**src/rtl/mem_arb_pkg.sv**
```systemverilog
// Shared types and width helpers for the fetch/LSU memory port arbiter.
// Imported by the interface, the arbiter top and the perf-counter block.
package mem_arb_pkg;

    // Owner of the read response that returns in the next cycle
    typedef enum logic [1:0] {
        OWN_NONE,
        OWN_IF,
        OWN_LS
    } owner_t;

    localparam int DEFAULT_MAX_LS_BURST = 4;
    localparam int STREAK_W             = $clog2(DEFAULT_MAX_LS_BURST + 1);

    function automatic int streak_width(input int max_burst);
        return $clog2(max_burst + 1);
    endfunction

    function automatic int mask_width(input int data_w);
        return data_w / 8;
    endfunction

endpackage

```
**src/rtl/mem_port_arbiter_if.sv**
```systemverilog
// Bundle of fetch, LSU, memory-macro and perf-counter signals around mem_port_arbiter.
// slave = arbiter side, master = surrounding core/memory side.
interface mem_port_arbiter_if
    import mem_arb_pkg::*;
#(
    parameter int ADDR_W = 32,
    parameter int DATA_W = 32
);
    localparam int MASK_W = mask_width(DATA_W);

    logic              i_if_req;
    logic [ADDR_W-1:0] i_if_addr;
    logic              o_if_gnt;
    logic              o_if_rvalid;
    logic [DATA_W-1:0] o_if_rdata;

    logic              i_ls_req;
    logic              i_ls_wren;
    logic [ADDR_W-1:0] i_ls_addr;
    logic [DATA_W-1:0] i_ls_wdata;
    logic [MASK_W-1:0] i_ls_bmask;
    logic              o_ls_gnt;
    logic              o_ls_rvalid;
    logic [DATA_W-1:0] o_ls_rdata;

    logic              o_mem_en;
    logic              o_mem_wren;
    logic [ADDR_W-1:0] o_mem_addr;
    logic [DATA_W-1:0] o_mem_wdata;
    logic [MASK_W-1:0] o_mem_bmask;
    logic [DATA_W-1:0] i_mem_rdata;

    logic [31:0]       o_conflict_cnt;
    logic [31:0]       o_starve_cnt;

    modport slave (
        input  i_if_req, i_if_addr,
        output o_if_gnt, o_if_rvalid, o_if_rdata,
        input  i_ls_req, i_ls_wren, i_ls_addr, i_ls_wdata, i_ls_bmask,
        output o_ls_gnt, o_ls_rvalid, o_ls_rdata,
        output o_mem_en, o_mem_wren, o_mem_addr, o_mem_wdata, o_mem_bmask,
        input  i_mem_rdata,
        output o_conflict_cnt, o_starve_cnt
    );

    modport master (
        output i_if_req, i_if_addr,
        input  o_if_gnt, o_if_rvalid, o_if_rdata,
        output i_ls_req, i_ls_wren, i_ls_addr, i_ls_wdata, i_ls_bmask,
        input  o_ls_gnt, o_ls_rvalid, o_ls_rdata,
        input  o_mem_en, o_mem_wren, o_mem_addr, o_mem_wdata, o_mem_bmask,
        output i_mem_rdata,
        input  o_conflict_cnt, o_starve_cnt
    );

endinterface

```
**src/rtl/mem_arb_perf.sv**
```systemverilog
// Saturating arbitration perf counters: request conflicts and forced fetch grants.
// Only instantiated when MEM_ARB_PERF_EN is defined.
module mem_arb_perf (
    input  logic        i_clk,
    input  logic        i_reset,
    input  logic        conflict,
    input  logic        forced,
    output logic [31:0] conflict_cnt,
    output logic [31:0] starve_cnt
);

    always_ff @(posedge i_clk or posedge i_reset) begin
        if (i_reset) begin
            conflict_cnt <= '0;
            starve_cnt   <= '0;
        end else begin
            if (conflict && conflict_cnt != 32'hFFFF_FFFF) conflict_cnt <= conflict_cnt + 32'd1;
            if (forced && starve_cnt != 32'hFFFF_FFFF)     starve_cnt   <= starve_cnt + 32'd1;
        end
    end

endmodule

```
**src/rtl/mem_port_arbiter.sv**
```systemverilog
// Single-port memory arbiter between instruction fetch and LSU with bounded fetch starvation.
// Optional perf counters are built when MEM_ARB_PERF_EN is defined; otherwise they read 0.
module mem_port_arbiter
    import mem_arb_pkg::*;
#(
    parameter int ADDR_W       = 32,
    parameter int DATA_W       = 32,
    parameter int MAX_LS_BURST = DEFAULT_MAX_LS_BURST
) (
    input  logic               i_clk,
    input  logic               i_reset,
    mem_port_arbiter_if.slave  bus
);

    localparam int MASK_W      = mask_width(DATA_W);
    localparam int STREAK_BITS = streak_width(MAX_LS_BURST);
    localparam logic [STREAK_BITS-1:0] STREAK_MAX = STREAK_BITS'(MAX_LS_BURST);

    logic [STREAK_BITS-1:0] streak, streak_next;
    owner_t                 resp_owner, owner_next;
    logic                   if_gnt, ls_gnt;

    // NOTE: every always_comb output gets a default first so no path leaves it unassigned (no latch).
    always_comb begin
        if_gnt = 1'b0;
        ls_gnt = 1'b0;
        if (bus.i_if_req && bus.i_ls_req) begin
            if (streak == STREAK_MAX) if_gnt = 1'b1;
            else                      ls_gnt = 1'b1;
        end else if (bus.i_if_req) begin
            if_gnt = 1'b1;
        end else if (bus.i_ls_req) begin
            ls_gnt = 1'b1;
        end
    end

    // Streak only measures how long a pending fetch has been passed over
    always_comb begin
        streak_next = streak;
        if (!bus.i_if_req || if_gnt) streak_next = '0;
        else if (ls_gnt && streak != STREAK_MAX) streak_next = streak + 1'b1;
    end

    always_comb begin
        owner_next = OWN_NONE;
        if (if_gnt)                       owner_next = OWN_IF;
        else if (ls_gnt && !bus.i_ls_wren) owner_next = OWN_LS;
    end

    // NOTE: sequential state uses non-blocking assignments so all flops sample the same pre-edge values.
    always_ff @(posedge i_clk or posedge i_reset) begin
        if (i_reset) begin
            streak     <= '0;
            resp_owner <= OWN_NONE;
        end else begin
            streak     <= streak_next;
            resp_owner <= owner_next;
        end
    end

    always_comb begin
        bus.o_mem_en    = 1'b0;
        bus.o_mem_wren  = 1'b0;
        bus.o_mem_addr  = '0;
        bus.o_mem_wdata = '0;
        bus.o_mem_bmask = '0;
        if (if_gnt) begin
            bus.o_mem_en    = 1'b1;
            bus.o_mem_addr  = bus.i_if_addr;
            bus.o_mem_bmask = '1;
        end else if (ls_gnt) begin
            bus.o_mem_en    = 1'b1;
            bus.o_mem_wren  = bus.i_ls_wren;
            bus.o_mem_addr  = bus.i_ls_addr;
            bus.o_mem_wdata = bus.i_ls_wdata;
            bus.o_mem_bmask = bus.i_ls_wren ? bus.i_ls_bmask : {MASK_W{1'b1}};
        end
    end

    assign bus.o_if_gnt    = if_gnt;
    assign bus.o_ls_gnt    = ls_gnt;
    assign bus.o_if_rvalid = (resp_owner == OWN_IF);
    assign bus.o_ls_rvalid = (resp_owner == OWN_LS);
    assign bus.o_if_rdata  = bus.o_if_rvalid ? bus.i_mem_rdata : '0;
    assign bus.o_ls_rdata  = bus.o_ls_rvalid ? bus.i_mem_rdata : '0;

`ifdef MEM_ARB_PERF_EN
    mem_arb_perf u_perf (
        .i_clk        (i_clk),
        .i_reset      (i_reset),
        .conflict     (bus.i_if_req && bus.i_ls_req),
        .forced       (if_gnt && bus.i_ls_req),
        .conflict_cnt (bus.o_conflict_cnt),
        .starve_cnt   (bus.o_starve_cnt)
    );
`else
    assign bus.o_conflict_cnt = '0;
    assign bus.o_starve_cnt   = '0;
`endif

endmodule

```
**src/flat_wrapper.sv**
```systemverilog
// flat-port wrapper written by rule: the top's interface ports become plain ports
module mem_port_arbiter_flat import mem_arb_pkg::*;
#(
    parameter int ADDR_W       = 32,
    parameter int DATA_W       = 32,
    parameter int MAX_LS_BURST = DEFAULT_MAX_LS_BURST
)
  (i_clk, i_reset, bus_i_if_req, bus_i_if_addr, bus_o_if_gnt, bus_o_if_rvalid, bus_o_if_rdata, bus_i_ls_req, bus_i_ls_wren, bus_i_ls_addr, bus_i_ls_wdata, bus_i_ls_bmask, bus_o_ls_gnt, bus_o_ls_rvalid, bus_o_ls_rdata, bus_o_mem_en, bus_o_mem_wren, bus_o_mem_addr, bus_o_mem_wdata, bus_o_mem_bmask, bus_i_mem_rdata, bus_o_conflict_cnt, bus_o_starve_cnt);
  mem_port_arbiter_if #(.ADDR_W(ADDR_W), .DATA_W(DATA_W)) bus_i ();
  input  logic i_clk;
  input  logic i_reset;
  input wire logic [$bits(bus_i.i_if_req)-1:0] bus_i_if_req;
  input wire logic [$bits(bus_i.i_if_addr)-1:0] bus_i_if_addr;
  output wire logic [$bits(bus_i.o_if_gnt)-1:0] bus_o_if_gnt;
  output wire logic [$bits(bus_i.o_if_rvalid)-1:0] bus_o_if_rvalid;
  output wire logic [$bits(bus_i.o_if_rdata)-1:0] bus_o_if_rdata;
  input wire logic [$bits(bus_i.i_ls_req)-1:0] bus_i_ls_req;
  input wire logic [$bits(bus_i.i_ls_wren)-1:0] bus_i_ls_wren;
  input wire logic [$bits(bus_i.i_ls_addr)-1:0] bus_i_ls_addr;
  input wire logic [$bits(bus_i.i_ls_wdata)-1:0] bus_i_ls_wdata;
  input wire logic [$bits(bus_i.i_ls_bmask)-1:0] bus_i_ls_bmask;
  output wire logic [$bits(bus_i.o_ls_gnt)-1:0] bus_o_ls_gnt;
  output wire logic [$bits(bus_i.o_ls_rvalid)-1:0] bus_o_ls_rvalid;
  output wire logic [$bits(bus_i.o_ls_rdata)-1:0] bus_o_ls_rdata;
  output wire logic [$bits(bus_i.o_mem_en)-1:0] bus_o_mem_en;
  output wire logic [$bits(bus_i.o_mem_wren)-1:0] bus_o_mem_wren;
  output wire logic [$bits(bus_i.o_mem_addr)-1:0] bus_o_mem_addr;
  output wire logic [$bits(bus_i.o_mem_wdata)-1:0] bus_o_mem_wdata;
  output wire logic [$bits(bus_i.o_mem_bmask)-1:0] bus_o_mem_bmask;
  input wire logic [$bits(bus_i.i_mem_rdata)-1:0] bus_i_mem_rdata;
  output wire logic [$bits(bus_i.o_conflict_cnt)-1:0] bus_o_conflict_cnt;
  output wire logic [$bits(bus_i.o_starve_cnt)-1:0] bus_o_starve_cnt;
  assign bus_i.i_if_req = bus_i_if_req;
  assign bus_i.i_if_addr = bus_i_if_addr;
  assign bus_o_if_gnt = bus_i.o_if_gnt;
  assign bus_o_if_rvalid = bus_i.o_if_rvalid;
  assign bus_o_if_rdata = bus_i.o_if_rdata;
  assign bus_i.i_ls_req = bus_i_ls_req;
  assign bus_i.i_ls_wren = bus_i_ls_wren;
  assign bus_i.i_ls_addr = bus_i_ls_addr;
  assign bus_i.i_ls_wdata = bus_i_ls_wdata;
  assign bus_i.i_ls_bmask = bus_i_ls_bmask;
  assign bus_o_ls_gnt = bus_i.o_ls_gnt;
  assign bus_o_ls_rvalid = bus_i.o_ls_rvalid;
  assign bus_o_ls_rdata = bus_i.o_ls_rdata;
  assign bus_o_mem_en = bus_i.o_mem_en;
  assign bus_o_mem_wren = bus_i.o_mem_wren;
  assign bus_o_mem_addr = bus_i.o_mem_addr;
  assign bus_o_mem_wdata = bus_i.o_mem_wdata;
  assign bus_o_mem_bmask = bus_i.o_mem_bmask;
  assign bus_i.i_mem_rdata = bus_i_mem_rdata;
  assign bus_o_conflict_cnt = bus_i.o_conflict_cnt;
  assign bus_o_starve_cnt = bus_i.o_starve_cnt;
  mem_port_arbiter #(.ADDR_W(ADDR_W), .DATA_W(DATA_W), .MAX_LS_BURST(MAX_LS_BURST)) u_core (.i_clk(i_clk), .i_reset(i_reset), .bus(bus_i));
endmodule
```
**config.mk**
```make
export PLATFORM = sky130hd
export DESIGN_NAME = mem_port_arbiter_flat
export DESIGN_NICKNAME = d
export VERILOG_FILES = /design/src/rtl/mem_arb_pkg.sv /design/src/rtl/mem_port_arbiter_if.sv /design/src/rtl/mem_arb_perf.sv /design/src/rtl/mem_port_arbiter.sv /design/src/flat_wrapper.sv
export SDC_FILE = /design/constraint.sdc
export NUM_CORES = 1
export LEC_CHECK = 0
export ABC_AREA = 1
export CAP_MARGIN = 20
export CORE_AREA = 3 3 129 131
export DETAILED_ROUTE_END_ITERATION = 8
export DIE_AREA = 0 0 132 134
export PLACE_DENSITY_LB_ADDON = 0.12
export SYNTH_ARGS = -nofsm -noshare
export SYNTH_HDL_FRONTEND = slang
export SYNTH_SLANG_ARGS = --single-unit
```
**constraint.sdc**
```tcl
create_clock -name i_clk -period 1.4 [get_ports i_clk]
set_input_delay 0.28 -clock i_clk [delete_from_list [all_inputs] [get_ports i_clk]]
set_output_delay 0.28 -clock i_clk [all_outputs]
set_load 0.01 [all_outputs]
```
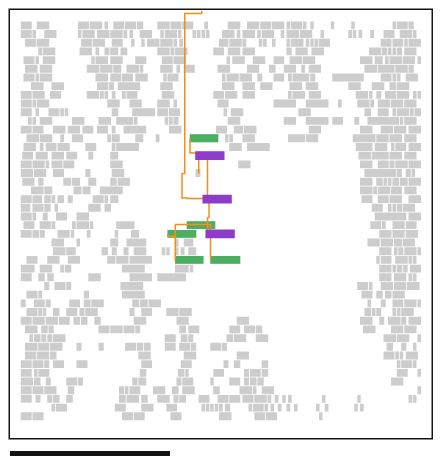
*Clock network drawn from the DEF*
Bar = 50 um.
[orange] clock wires | length: 165 um
[green] flip-flops | count: 5
[purple] cells driving clock nets | count: 3
flops lie	centre

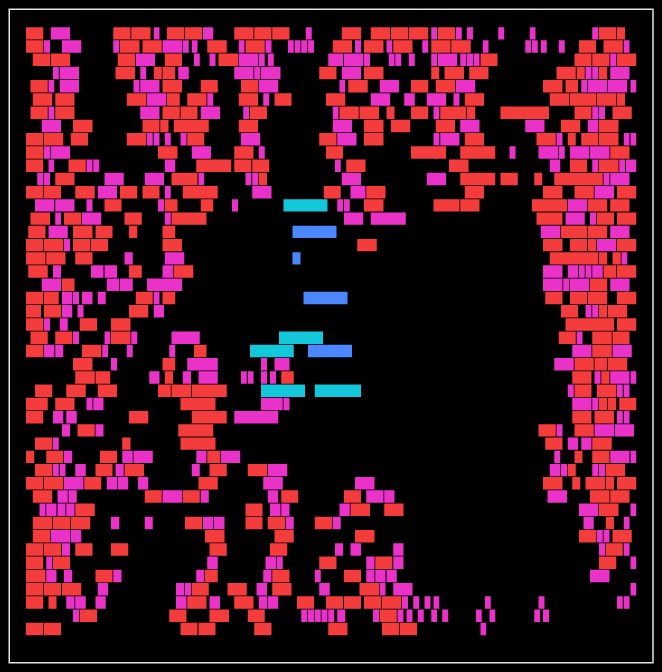
*Placement by cell class*
colour	class	cells	share of their area
magenta	all other logic	355	36%
red	other buffers and delay cells	348	60%
blue	clock drivers and dummy loads	4	1.3%
cyan	flops	5	2.1%

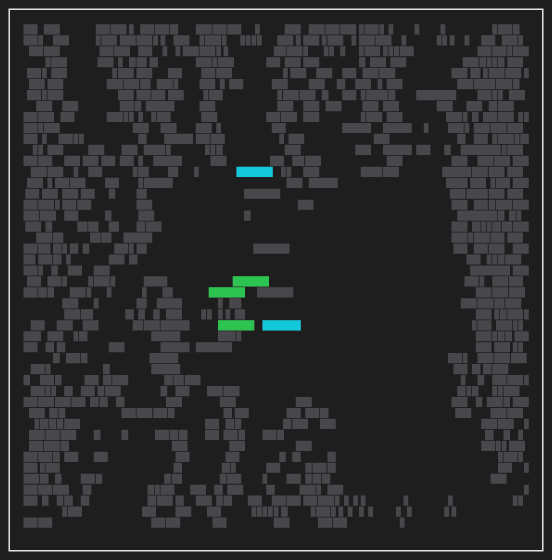
*Sequential cells coloured by netlist name*
Other cells in grey.
colour	name in the netlist	flops
cyan	u_core.resp_owner	2
green	u_core.streak	3

==> flow_summary.toml <==
# yosys + openroad results
[floorplanning]
die-width_um = 132
row_count = 46
dieArea_um2 = 17700
initial_core_util_pct = 12.4
die_h_um = 134
coreArea_um2 = 15700
ios = 339

[placed_design]
dp_hpwl_um = 8860
pre_cts_ws_ns = -0.860
place_congestion = 0.786

[yosys]
simple_gate_share_pct = 43.0
ys_cells = 381
most_common_cell = "nor2_1"
adder_share_pct = 1.29
async_flop_share_pct = 100
ys_chip_area_um2 = 1940
ys_types = 17
top_area_share_pct = 26.6
synth.avg_cell_area_um2 = 5.10
synthMuxAreaShare_pct = 0
yosys.area.top_type = "buf_4"
synth.comb.largest_family = "buffers and inverters"
postSynthSeqShare_pct = 6.44
ff_type = "dfrtp_1"
yosysWarnings = 0
synth_flops = 5

[run_status]
status = "complete, but fails checks"
failed_checks = "negative setup slack"

[setup_path]
worst_path_largest_cell_delay_ns = 0.39
r2r_slack_ns = 0.07
r2r_cells = 7
worstPathMaxFanout = 8
crit_path_end_kind = "output port"
worstSetupPathType = "flip-flop to output port"
cpMaxStageDelayCell = "dfrtp_1"
cp.required_ns = 1.12
worstPathArrival_ns = 1.65
r2r_start = "u_core.streak[1]$_DFFE_PP0P_"
startpoint_type = "flip-flop"
path_common_cell = "buf_6"

[power_and_ir_drop]
power_mw = 2.47
vdd_drop_max_v = 0.000237

[routing]
drc_errors = 0
drt_first_pass_iters = 3
wl_um = 12200
viasPerCell = 3.60

[grt]
grt_max_degree = 28
antenna_found_initial = 0
grt_pass1_wl_um = 17100

[run]
cap_violations = 0
warning_count = 30

[clocking]
hold_buffers = 0
tritoncts = "yes"
clock-root-buffer = "clkbuf_16"
path_clk_slew_ns = 0.04

[sta]
post-route-min-period_ns = 1.93
setup_ws_ns = -0.534
rsz0062_at_grt = "true"
min_period_over_period_pct = 138
setup_viol = 137

[cells_and_area]
fin_nets = 852
n_antenna_cell = 0
drive_above_1_share_pct = 50.7
syn2layout_area_growth_pct = 230
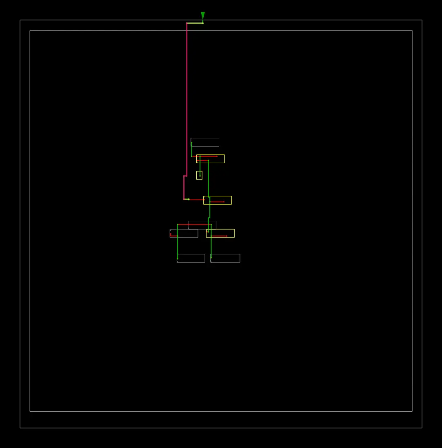
*Clock wiring as the flow saved it*
clk_skew: 0.00264 ns
CTS sink cnt: 5
clkbuf count: 3
clk latency late pin: 0.23 ns
total CTS buffers: 3

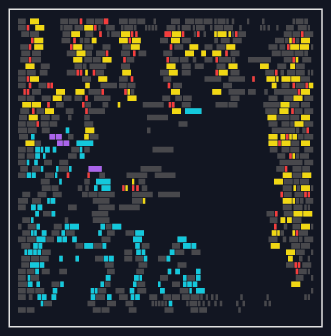
*Selected gate families*
colour	family	cells	most used
purple	inverting AOI/OAI gates	5	o211ai_1
red	inverters	75	inv_1
yellow	NOR gates	101	nor2_4
cyan	NAND gates	105	nand2_2

-- area by class of cell --
cell class / instances / area [um^2] / share of cell area (%)
Timing Repair Buffer: 348 / 3700 / 57.7
Sequential cell: 5 / 126 / 1.97
Tap cell: 216 / 270 / 4.21
Clock buffer: 3 / 75.1 / 1.17
Inverter: 75 / 289 / 4.50
Multi-Input combinational cell: 280 / 1950 / 30.4
Clock inverter: 1 / 5.00 / 0.0780
-- worst max-delay path by stage --
stage                                            start            endpoint  slack, ns  cells past startpoint
after floorplan           u_core.streak[0]$_DFFE_PP0P_  bus_o_mem_addr[22]      -0.09                      7
after global placement                    bus_i_if_req  bus_o_mem_addr[26]      -0.84                      7
after detailed placement                  bus_i_if_req  bus_o_mem_addr[26]      -0.86                      7
after CTS                 u_core.streak[0]$_DFFE_PP0P_   bus_o_mem_addr[1]      -0.56                     10
after global routing      u_core.streak[1]$_DFFE_PP0P_  bus_o_mem_bmask[0]      -0.61                      8
final                     u_core.streak[1]$_DFFE_PP0P_  bus_o_mem_addr[16]      -0.53                     10
-- flip-flops by register name, indices dropped and copies added (netlist names) --
signal / cells
u_core.streak: 3
u_core.resp_owner: 2
-- placed cells by master (no fill, tap or decap), drive strengths merged --
cell / count
buf: 203
clkdlybuf4s50: 134
nor2: 101
inv: 74
nand2: 71
conb: 64
nand3: 34
clkdlybuf4s15: 7
dfrtp: 5
o211ai: 4
clkbuf: 3
dlygate4sd2: 3
or2: 2
clkinv: 2
ha: 2
a21oi: 1
xnor2: 1
dlymetal6s2s: 1
-- report_power, final --
part	switching (mW)	total (mW)	leakage (nW)	internal [mW]
Combinational	0.803	1.85	3.08	1.04
Clock	0.0973	0.471	0.0409	0.373
Sequential	0.00427	0.156	0.0653	0.151
Total	0.905	2.47	3.19	1.57
-- routing by layer --
| layer | track usage, % | part of all wire, % |
|---|---|---|
| met5 | 0 | 0 |
| met4 | 2.28 | 1.0 |
| met3 | 4.50 | 9.7 |
| met2 | 24.6 | 58 |
| met1 | 10.7 | 31 |
-- stage by stage --
| step | util [%] | instances | hold slack, ns | instance area (um^2) | TNS, ns |
|---|---|---|---|---|---|
| 6_report | 40.8 | 928 | 0.259 | 6420 | -47.31 |
| 5_1_grt | 40.8 | 928 | 0.286 | 6420 | -54.42 |
| 4_1_cts | 34.7 | 922 | 0.270 | 5460 | -50.41 |
| 3_5_place_dp | 31.0 | 869 | 0.522 | 4870 | -80.53 |
| 3_3_place_gp | 31.0 | 869 | 0.512 | 4870 | -80.46 |
| 2_1_floorplan | - | 444 | 0.0585 | 2290 | -3.05 |
-- cells by family after synthesis --
kind of cell,after synthesis
buffers and inverters,159
adder cells (fa/ha/maj),2
other,1
AND/OR/NAND/NOR,208
AND-OR/OR-AND,5
flip-flops,5
XOR/XNOR,1
-- critical path, delay by kind of cell, from the launching register on --
family          cells  cell delay, ns
compound gates      1            0.18
fa+ha+maj           1            0.16
flops               1            0.39
buf+inv             5            0.54
simple gates        3            0.15
-- repair_timing --
| action | CTS | global route |
|---|---|---|
| setup endpoints to repair | 138 | 138 |
| pin swaps | 16 | 25 |
| resized | 653 | 277 |
| gates cloned | 9 | 0 |
| buffers inserted | 42 | 20 |
Power figures rest on the tool's default switching activity, not on a simulated workload.
